[config.mk]
export PLATFORM = sky130hd
export DESIGN_NAME = mem_port_arbiter_flat
export DESIGN_NICKNAME = d
export VERILOG_FILES = /design/src/rtl/mem_port_arbiter_pkg.sv /design/src/rtl/mem_port_arbiter_if.sv /design/src/rtl/mem_port_arbiter_arb_prio.sv /design/src/rtl/mem_port_arbiter.sv /design/src/flat_wrapper.sv
export SDC_FILE = /design/constraint.sdc
export NUM_CORES = 1
export LEC_CHECK = 0
export CORE_UTILIZATION = 40
export DETAILED_ROUTE_END_ITERATION = 8
export PLACE_DENSITY = 0.8
export SLEW_MARGIN = 40
export SYNTH_ARGS = -nofsm -noshare
export SYNTH_HDL_FRONTEND = slang
export SYNTH_SLANG_ARGS = --single-unit
[constraint.sdc]
create_clock -name clk -period 2.8 [get_ports clk]
set_input_delay 0.28 -clock clk [delete_from_list [all_inputs] [get_ports clk]]
set_output_delay 0.28 -clock clk [all_outputs]
set_load 0.02 [all_outputs]
[src/rtl/mem_port_arbiter_pkg.sv]
// Shared types and defaults for the two-requester single-port memory arbiter.
package mem_port_arbiter_pkg;

  localparam int unsigned BE_W                 = 4;
  localparam int unsigned DEFAULT_TIMEOUT      = 15;
  localparam int unsigned DEFAULT_STARVE_LIMIT = 3;

  typedef enum logic [1:0] {
    IDLE   = 2'd0,
    BUSY_I = 2'd1,
    BUSY_D = 2'd2,
    DONE   = 2'd3
  } state_t;

  // Bits needed to hold a counter value in 0..max_val (never less than 1).
  function automatic int unsigned cnt_width(input int unsigned max_val);
    int unsigned w;
    w = (max_val < 1) ? 1 : $clog2(max_val + 1);
    return w;
  endfunction

endpackage

[src/rtl/mem_port_arbiter_if.sv]
// Request/response bundle between the instruction and data requesters, the
// arbiter and the shared memory port. slave = arbiter side, master = the rest.
interface mem_port_arbiter_if #(
  parameter int unsigned AW = 32,
  parameter int unsigned DW = 32
);

  logic                                  i_req;
  logic [AW-1:0]                         i_addr;
  logic                                  i_ack;
  logic [DW-1:0]                         i_rdata;
  logic                                  i_err;

  logic                                  d_req;
  logic                                  d_we;
  logic [mem_port_arbiter_pkg::BE_W-1:0] d_be;
  logic [AW-1:0]                         d_addr;
  logic [DW-1:0]                         d_wdata;
  logic                                  d_ack;
  logic [DW-1:0]                         d_rdata;
  logic                                  d_err;

  logic                                  mem_req;
  logic                                  mem_we;
  logic [mem_port_arbiter_pkg::BE_W-1:0] mem_be;
  logic [AW-1:0]                         mem_addr;
  logic [DW-1:0]                         mem_wdata;
  logic                                  mem_ack;
  logic [DW-1:0]                         mem_rdata;

  modport slave (
    input  i_req, i_addr,
    output i_ack, i_rdata, i_err,
    input  d_req, d_we, d_be, d_addr, d_wdata,
    output d_ack, d_rdata, d_err,
    output mem_req, mem_we, mem_be, mem_addr, mem_wdata,
    input  mem_ack, mem_rdata
  );

  modport master (
    output i_req, i_addr,
    input  i_ack, i_rdata, i_err,
    output d_req, d_we, d_be, d_addr, d_wdata,
    input  d_ack, d_rdata, d_err,
    input  mem_req, mem_we, mem_be, mem_addr, mem_wdata,
    output mem_ack, mem_rdata
  );

endinterface

[src/rtl/mem_port_arbiter_arb_prio.sv]
// Grant decision: data wins unless the instruction side has been passed over
// STARVE_LIMIT times in a row.
module arb_prio #(
  parameter int unsigned STARVE_LIMIT = 3,
  parameter int unsigned SCW          = 2
) (
  input  logic           i_req,
  input  logic           d_req,
  input  logic [SCW-1:0] starve_cnt,
  output logic           grant_d,
  output logic           grant_i
);

  logic starved;

  assign starved = i_req && d_req && (starve_cnt == SCW'(STARVE_LIMIT));
  assign grant_i = i_req && (!d_req || starved);
  assign grant_d = d_req && !starved;

endmodule

[src/rtl/mem_port_arbiter.sv]
// Arbitrates instruction-fetch and data requests onto one single-port memory,
// with starvation protection and a bounded wait for mem_ack.
module mem_port_arbiter
  import mem_port_arbiter_pkg::*;
#(
  parameter int unsigned AW           = 32,
  parameter int unsigned DW           = 32,
  parameter int unsigned TIMEOUT      = DEFAULT_TIMEOUT,
  parameter int unsigned STARVE_LIMIT = DEFAULT_STARVE_LIMIT
) (
  input logic               clk,
  input logic               rst,
  mem_port_arbiter_if.slave bus
);

  localparam int unsigned WCW = cnt_width(TIMEOUT);
  localparam int unsigned SCW = cnt_width(STARVE_LIMIT);

  state_t            state, state_n;
  logic [SCW-1:0]    starve_cnt, starve_n;
  logic [WCW-1:0]    wait_cnt, wait_n;

  logic              i_ack_q, i_ack_n;
  logic              i_err_q, i_err_n;
  logic [DW-1:0]     i_rdata_q, i_rdata_n;
  logic              d_ack_q, d_ack_n;
  logic              d_err_q, d_err_n;
  logic [DW-1:0]     d_rdata_q, d_rdata_n;

  logic              mem_req_q, mem_req_n;
  logic              mem_we_q, mem_we_n;
  logic [BE_W-1:0]   mem_be_q, mem_be_n;
  logic [AW-1:0]     mem_addr_q, mem_addr_n;
  logic [DW-1:0]     mem_wdata_q, mem_wdata_n;

  logic              grant_d, grant_i;

  arb_prio #(
    .STARVE_LIMIT (STARVE_LIMIT),
    .SCW          (SCW)
  ) u_arb_prio (
    .i_req      (bus.i_req),
    .d_req      (bus.d_req),
    .starve_cnt (starve_cnt),
    .grant_d    (grant_d),
    .grant_i    (grant_i)
  );

  // State and output registers.
  always_ff @(posedge clk) begin
    if (rst) begin
      state       <= IDLE;
      starve_cnt  <= '0;
      wait_cnt    <= '0;
      i_ack_q     <= 1'b0;
      i_err_q     <= 1'b0;
      i_rdata_q   <= '0;
      d_ack_q     <= 1'b0;
      d_err_q     <= 1'b0;
      d_rdata_q   <= '0;
      mem_req_q   <= 1'b0;
      mem_we_q    <= 1'b0;
      mem_be_q    <= '0;
      mem_addr_q  <= '0;
      mem_wdata_q <= '0;
    end else begin
      state       <= state_n;
      starve_cnt  <= starve_n;
      wait_cnt    <= wait_n;
      i_ack_q     <= i_ack_n;
      i_err_q     <= i_err_n;
      i_rdata_q   <= i_rdata_n;
      d_ack_q     <= d_ack_n;
      d_err_q     <= d_err_n;
      d_rdata_q   <= d_rdata_n;
      mem_req_q   <= mem_req_n;
      mem_we_q    <= mem_we_n;
      mem_be_q    <= mem_be_n;
      mem_addr_q  <= mem_addr_n;
      mem_wdata_q <= mem_wdata_n;
    end
  end

  // Next-state and next-output logic; ack/err are single-cycle pulses.
  always_comb begin
    state_n     = state;
    starve_n    = starve_cnt;
    wait_n      = wait_cnt;
    i_ack_n     = 1'b0;
    i_err_n     = 1'b0;
    i_rdata_n   = i_rdata_q;
    d_ack_n     = 1'b0;
    d_err_n     = 1'b0;
    d_rdata_n   = d_rdata_q;
    mem_req_n   = mem_req_q;
    mem_we_n    = mem_we_q;
    mem_be_n    = mem_be_q;
    mem_addr_n  = mem_addr_q;
    mem_wdata_n = mem_wdata_q;

    case (state)
      IDLE: begin
        if (grant_d) begin
          state_n     = BUSY_D;
          wait_n      = '0;
          mem_req_n   = 1'b1;
          mem_we_n    = bus.d_we;
          mem_be_n    = bus.d_be;
          mem_addr_n  = bus.d_addr;
          mem_wdata_n = bus.d_wdata;
          if (bus.i_req && (starve_cnt != SCW'(STARVE_LIMIT))) begin
            starve_n = starve_cnt + SCW'(1);
          end
        end else if (grant_i) begin
          state_n     = BUSY_I;
          wait_n      = '0;
          starve_n    = '0;
          mem_req_n   = 1'b1;
          mem_we_n    = 1'b0;
          mem_be_n    = '1;
          mem_addr_n  = bus.i_addr;
          mem_wdata_n = '0;
        end
      end

      BUSY_I, BUSY_D: begin
        // A same-cycle mem_ack beats the timeout.
        if (bus.mem_ack) begin
          state_n   = DONE;
          mem_req_n = 1'b0;
          if (state == BUSY_I) begin
            i_ack_n   = 1'b1;
            i_rdata_n = bus.mem_rdata;
          end else begin
            d_ack_n   = 1'b1;
            d_rdata_n = bus.mem_rdata;
          end
        end else if (wait_cnt == WCW'(TIMEOUT)) begin
          state_n   = DONE;
          mem_req_n = 1'b0;
          if (state == BUSY_I) begin
            i_ack_n   = 1'b1;
            i_err_n   = 1'b1;
            i_rdata_n = '0;
          end else begin
            d_ack_n   = 1'b1;
            d_err_n   = 1'b1;
            d_rdata_n = '0;
          end
        end else begin
          wait_n = wait_cnt + WCW'(1);
        end
      end

      DONE: begin
        state_n = IDLE;
      end

      default: begin
        state_n = IDLE;
      end
    endcase
  end

  assign bus.i_ack     = i_ack_q;
  assign bus.i_err     = i_err_q;
  assign bus.i_rdata   = i_rdata_q;
  assign bus.d_ack     = d_ack_q;
  assign bus.d_err     = d_err_q;
  assign bus.d_rdata   = d_rdata_q;
  assign bus.mem_req   = mem_req_q;
  assign bus.mem_we    = mem_we_q;
  assign bus.mem_be    = mem_be_q;
  assign bus.mem_addr  = mem_addr_q;
  assign bus.mem_wdata = mem_wdata_q;

endmodule

[src/flat_wrapper.sv]
// flat-port wrapper written by rule: the top's interface ports become plain ports
module mem_port_arbiter_flat import mem_port_arbiter_pkg::*;
#(
  parameter int unsigned AW           = 32,
  parameter int unsigned DW           = 32,
  parameter int unsigned TIMEOUT      = DEFAULT_TIMEOUT,
  parameter int unsigned STARVE_LIMIT = DEFAULT_STARVE_LIMIT
)
  (clk, rst, bus_i_req, bus_i_addr, bus_i_ack, bus_i_rdata, bus_i_err, bus_d_req, bus_d_we, bus_d_be, bus_d_addr, bus_d_wdata, bus_d_ack, bus_d_rdata, bus_d_err, bus_mem_req, bus_mem_we, bus_mem_be, bus_mem_addr, bus_mem_wdata, bus_mem_ack, bus_mem_rdata);
  mem_port_arbiter_if #(.AW(AW), .DW(DW)) bus_i ();
  input logic clk;
  input logic rst;
  input wire logic [$bits(bus_i.i_req)-1:0] bus_i_req;
  input wire logic [$bits(bus_i.i_addr)-1:0] bus_i_addr;
  output wire logic [$bits(bus_i.i_ack)-1:0] bus_i_ack;
  output wire logic [$bits(bus_i.i_rdata)-1:0] bus_i_rdata;
  output wire logic [$bits(bus_i.i_err)-1:0] bus_i_err;
  input wire logic [$bits(bus_i.d_req)-1:0] bus_d_req;
  input wire logic [$bits(bus_i.d_we)-1:0] bus_d_we;
  input wire logic [$bits(bus_i.d_be)-1:0] bus_d_be;
  input wire logic [$bits(bus_i.d_addr)-1:0] bus_d_addr;
  input wire logic [$bits(bus_i.d_wdata)-1:0] bus_d_wdata;
  output wire logic [$bits(bus_i.d_ack)-1:0] bus_d_ack;
  output wire logic [$bits(bus_i.d_rdata)-1:0] bus_d_rdata;
  output wire logic [$bits(bus_i.d_err)-1:0] bus_d_err;
  output wire logic [$bits(bus_i.mem_req)-1:0] bus_mem_req;
  output wire logic [$bits(bus_i.mem_we)-1:0] bus_mem_we;
  output wire logic [$bits(bus_i.mem_be)-1:0] bus_mem_be;
  output wire logic [$bits(bus_i.mem_addr)-1:0] bus_mem_addr;
  output wire logic [$bits(bus_i.mem_wdata)-1:0] bus_mem_wdata;
  input wire logic [$bits(bus_i.mem_ack)-1:0] bus_mem_ack;
  input wire logic [$bits(bus_i.mem_rdata)-1:0] bus_mem_rdata;
  assign bus_i.i_req = bus_i_req;
  assign bus_i.i_addr = bus_i_addr;
  assign bus_i_ack = bus_i.i_ack;
  assign bus_i_rdata = bus_i.i_rdata;
  assign bus_i_err = bus_i.i_err;
  assign bus_i.d_req = bus_d_req;
  assign bus_i.d_we = bus_d_we;
  assign bus_i.d_be = bus_d_be;
  assign bus_i.d_addr = bus_d_addr;
  assign bus_i.d_wdata = bus_d_wdata;
  assign bus_d_ack = bus_i.d_ack;
  assign bus_d_rdata = bus_i.d_rdata;
  assign bus_d_err = bus_i.d_err;
  assign bus_mem_req = bus_i.mem_req;
  assign bus_mem_we = bus_i.mem_we;
  assign bus_mem_be = bus_i.mem_be;
  assign bus_mem_addr = bus_i.mem_addr;
  assign bus_mem_wdata = bus_i.mem_wdata;
  assign bus_i.mem_ack = bus_mem_ack;
  assign bus_i.mem_rdata = bus_mem_rdata;
  mem_port_arbiter #(.AW(AW), .DW(DW), .TIMEOUT(TIMEOUT), .STARVE_LIMIT(STARVE_LIMIT)) u_core (.clk(clk), .rst(rst), .bus(bus_i));
endmodule
**Run 1: the clock network**

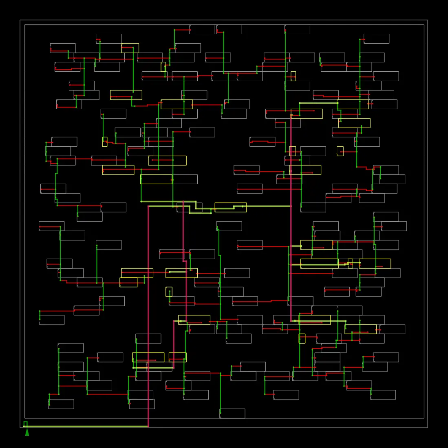
worst clock skew: 0.00761 ns
clock sink count: 146
clk_lat worst skew: 0.41 ns
CLK BUF: 24
CTS buffer count: 17

**Run 1: M1 wires**

Bar = 20 um.
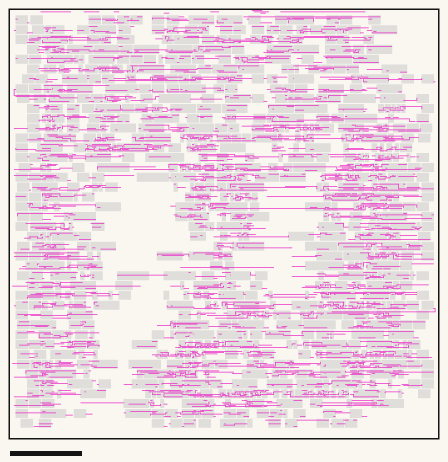
main direction = horizontal
longest straight run = 37.7 um
share of all routed wire = 38%
wire length on this layer = 6510 um
nets with wire on the layer = 844

**Run 1: metal 2**

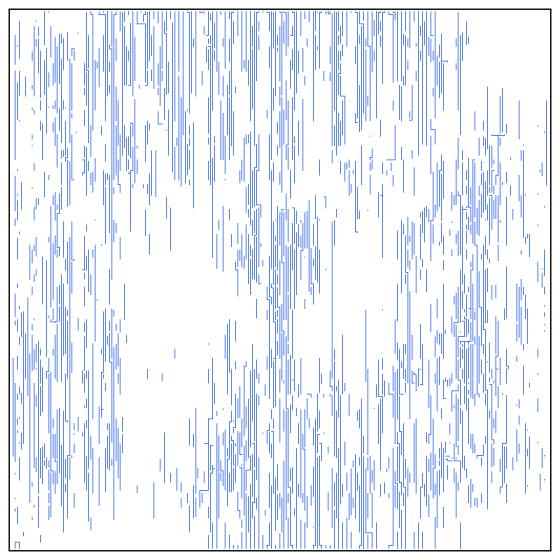
wire length on this layer = 8620 um
main direction = vertical
share of all routed wire = 51%
nets with wire on the layer = 869
longest straight run = 50.5 um

==> results.cfg, run 1 <==
; generated from flow reports
[synth]
postSynthSeqShare_pct = 54.0
mux_area_share_pct = 6.29
synth.distinct_cells = 33
ys_chip_area_um2 = 5410
syn_area_um2 = 5410
enable_flop_cells = 0
fp_nets = 736
yosysTopAreaCellShare_pct = 54.0

[detailed_routing]
vias = 5433
route.detailed.drc = 0
dr.pass1.iters = 5
highest_layer = met4
post_drt_wl_per_cell_um = 16.4
routed-wl-met2_mm = 8.62

[job]
cap_viol_max_count = 0
openroad.warnings = 29

[final_timing]
rsz0062_at_grt = no
setup-tns-final_ns = 0
finalMaxSlewViolations = 0
worstMarginPinSlew_ns = 0.635
setup_viol = 0
min_period_ns = 2.05

[power_and_ir_drop]
p_sw_w = 0.00249
clockPowerShare_pct = 29.2
finalPower_w = 0.00746
seqPwrFrac_pct = 36.0
power_leakage_nw = 3.28
switching_share_pct = 33.4
power_leader = sequential cells
p_int_w = 0.00496

[floorplan]
core-area_um2 = 13200
die_h_um = 118
fp.dieArea_um2 = 14000
ios = 276
rows = 42

[cells_and_area]
antenna_cells = 0
fillers = 1048
comb_area_um2 = 2290
lay_top_count = clkdlybuf4s50_1
logic_gate_count = 391
comb_area_share_pct = 25.8
clock_tree_area_fraction_pct = 6.33
nNonClkInverters = 4
ff_count = 146

[cts]
clk_path_buf_depth = 2
htreeDepth = 4
cts_tree = built
path_clk_slew_ns = 0.06
hold_buffers = 0
cts_setup_buffers = 0

[setup_path]
crit_fanout = 22
crit_cells = 7
r2r_start = u_core.state[0]
crit_chain = inv_1, ha_1, buf_4, nor2_1, a211o_1, or3_1, a21oi_1
startpoint = u_core.state[0]
cp-end-kind = flop
criticalPathCategory = reg2reg

[grt]
grt-ovfl-total = 0
grt_pass1_wl_mm = 26.6

[placement]
dp_hpwl_mm = 12.2
numPortBuffers = 275
gp_congestion = 0.811

[status]
outcome = finished, final reports clean
--- run 2 (diff from run 1) ---
CORE_UTILIZATION = 36   (was 40)
PLACE_DENSITY = 0.76   (was 0.8)
clock period = 1.7 ns   (was 2.8 ns; I/O delays follow)
**Run 2: the clock network**

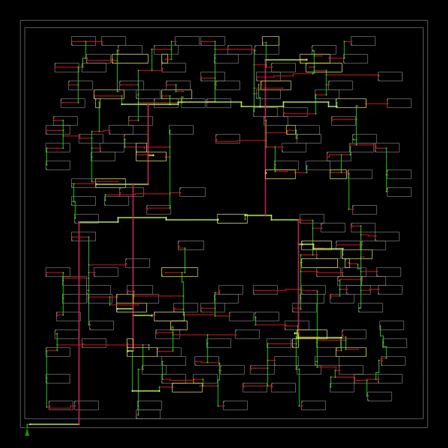
worst clock skew: 0.00827 ns
CLK BUF: 23
seq_cells: 146
clock group power: 0.00402 W

==> run 2 against run 1 <==
- via count is 0.50% lower
- die area is 11% higher
- setup slack worse by 0.69 ns
- combinational power is 85% higher
- highest routed layer unchanged
==> results.cfg, run 2 <==
; generated from flow reports
[status]
outcome = finished, final reports clean

[power_and_ir_drop]
p_sw_w = 0.00428
p_comb_share_pct = 36.4
switching_share_pct = 32.4
finalPower_w = 0.0132
power_leakage_nw = 3.50
seqPwrFrac_pct = 33.2
p_per_area_nw_per_um2 = 1410
clockPowerShare_pct = 30.4
p_int_w = 0.00894
power_leader = combinational logic

[setup_path]
startpoint = u_core.wait_cnt[1]
criticalPathCategory = reg2reg
r2r_start = u_core.wait_cnt[1]
crit_fanout = 4
reg2reg_slack_ns = 0.06
crit_chain = ha_4, a31o_4, a211o_1, or3_4, a21oi_2
crit_cells = 5
crit_buf_inv = 0
cp.required_ns = 2.05
cp-end-kind = flop
cp-start-kind = flop

[job]
openroad.warnings = 30
cap_viol_max_count = 0

[cells_and_area]
clock_tree_area_fraction_pct = 6.82
fillers = 1223
buf_share_pct = 34.2
comb_area_um2 = 2360
logic_gate_count = 391
drive_gt1_share_pct = 10.6
antenna_cells = 0
nNonClkInverters = 4
comb_area_share_pct = 25.1
lay_top_count = clkdlybuf4s50_1

[final_timing]
worstMarginPinSlew_ns = 0.322
finalMaxSlewViolations = 0
min_period_ns = 1.64
rsz0062_at_grt = no
setup_viol = 0
fin_crit_sh_pct = 96.6
setup-tns-final_ns = 0

[cts]
ctsResizeCount = 1
clk_latency_ns = 0.42
cts.sinks = 146
hold_buffers = 0
cts_setup_buffers = 0
cts_tree = built
path_clk_slew_ns = 0.06
cts_buffers = 17
clk_path_buf_depth = 2
htreeDepth = 4

[synth]
ys_sh_adder_pct = 1.39
mux_area_share_pct = 6.29
largest_area_cell = dfxtp_1
postSynthSeqShare_pct = 54.0
ys_sh_aoi_pct = 16.4
synth.cells.most_frequent = dfxtp_1 (146), nand2_1 (100), a21oi_1 (70)
top_cell = dfxtp_1
synth.distinct_cells = 33
fp_nets = 736
dominantRegCellSynth = dfxtp_1
enable_flop_cells = 0
ys_chip_area_um2 = 5410
yosysTopAreaCellShare_pct = 54.0
ys_top_logic_family = simple AND/OR/NAND/NOR gates
syn_area_um2 = 5410
topCellsByArea = dfxtp_1 (54%), nand2_1 (6.9%), a21oi_1 (6.5%), mux2i_1 (6.3%), a22o_1 (5.3%)

[grt]
grt_pass1_wl_mm = 26.6
grt_use_met2_pct = 36.7
grt-ovfl-total = 0
busiest_layer = met2

[detailed_routing]
vias = 5406
routed-wl-met2_mm = 8.47
route.detailed.drc = 0
met3WireLength_mm = 1.31
post_drt_wl_per_cell_um = 15.6
highest_layer = met4
dr.pass1.iters = 5
vias_per_cell = 5.04

[placement]
dp_slack_ns = -0.0566
dp_hpwl_mm = 11.9
numPortBuffers = 275
postPlaceCellArea_um2 = 8620
gp_congestion = 0.784

[floorplan]
die_h_um = 125
fp.dieArea_um2 = 15500
core-area_um2 = 14600
rows = 44
ios = 276
**Run 2: metal 3**

Bar = 20 um.
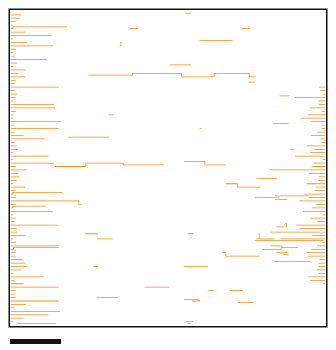
longest straight run = 26.7 um
wire length on this layer = 1310 um

--- run 3 (diff from run 2) ---
TNS_END_PERCENT = 5   (was default)
**Run 3: metal 3**

Bar = 20 um.
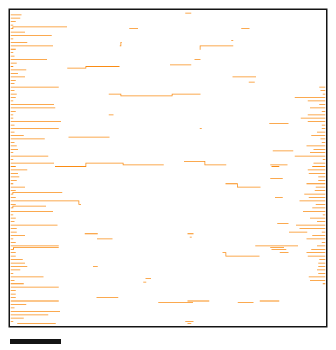
longest straight run = 26.7 um
share of all routed wire = 7.3%

==> run 3 against run 2 <==
- final cell count did not move
- combinational power hardly changed
- cell area barely moved
- count of clock-buffer cells in the layout stayed put
- maximum frequency hardly changed
- largest power group unchanged
- critical path type unchanged
- clock skew decreased by 0.00094 ns
- critical path depth is the same
- sequential power is essentially flat
- first-iteration DRC count down 2.8%
- sequential share of layout area about the same
- synthesized cell count is the same
- hold slack better by 0.00080 ns
==> results.cfg, run 3 <==
; generated from flow reports
[synth]
ys_chip_area_um2 = 5410
largest_area_cell = dfxtp_1
ys_top_logic_family = simple AND/OR/NAND/NOR gates
topCellsByArea = dfxtp_1 (54%), nand2_1 (6.9%), a21oi_1 (6.5%), mux2i_1 (6.3%), a22o_1 (5.3%)
yosysTopAreaCellShare_pct = 54.0
syn_area_um2 = 5410
synth.cells.most_frequent = dfxtp_1 (146), nand2_1 (100), a21oi_1 (70)
postSynthSeqShare_pct = 54.0
ys_sh_adder_pct = 1.39

[cells_and_area]
antenna_cells = 0
buf_share_pct = 34.3
nNonClkInverters = 4
comb_area_um2 = 2350
clkbuf_count = 23
clock_tree_area_fraction_pct = 6.82
fillers = 1222
lay_top_count = clkdlybuf4s50_1

[placement]
gp_congestion = 0.784
dp_slack_ns = -0.0566
dp_hpwl_mm = 11.9

[cts]
clk_path_buf_depth = 2
cts_tree = built
cts_setup_buffers = 0
ctsResizeCount = 1
htreeDepth = 4
cts.sinks = 146
clk_latency_ns = 0.42
path_clk_slew_ns = 0.06

[grt]
grt_use_met2_pct = 36.7
busiest_layer = met2
grt_pass1_wl_mm = 26.6

[detailed_routing]
vias = 5371
post_drt_wl_per_cell_um = 15.6
route.detailed.drc = 0

[power_and_ir_drop]
seqPwrFrac_pct = 33.3
p_sw_w = 0.00427
p_per_area_nw_per_um2 = 1410
switching_share_pct = 32.3
power_leader = combinational logic
power_leakage_nw = 3.50
power_clock_w = 0.00402
p_int_w = 0.00894

[setup_path]
startpoint = u_core.wait_cnt[1]
reg2reg_slack_ns = 0.06
r2r_start = u_core.wait_cnt[1]
cp-end-kind = flop
crit_buf_inv = 0
crit_fanout = 4
cp-start-kind = flop

[job]
openroad.warnings = 30

[final_timing]
finalMaxSlewViolations = 0
fin_crit_sh_pct = 96.6
setup_viol = 0

[floorplan]
core-area_um2 = 14600
ios = 276

[status]
outcome = finished, final reports clean
**Run 3: metal 2**

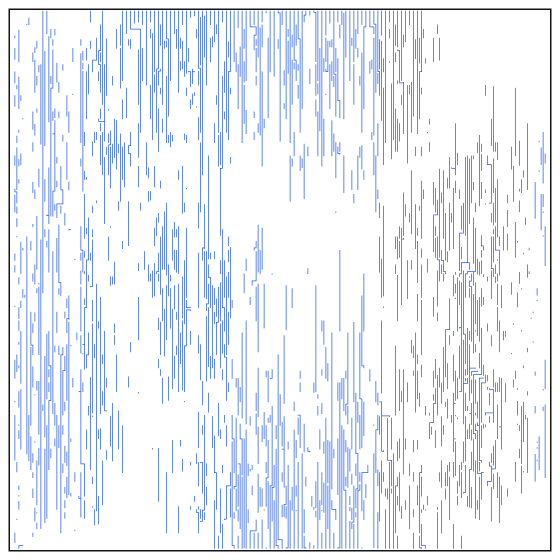
share of all routed wire = 50%
longest straight run = 66.6 um
main direction = vertical
wire length on this layer = 8370 um
nets with wire on the layer = 849

Power figures rest on the tool's default switching activity, not on a simulated workload.
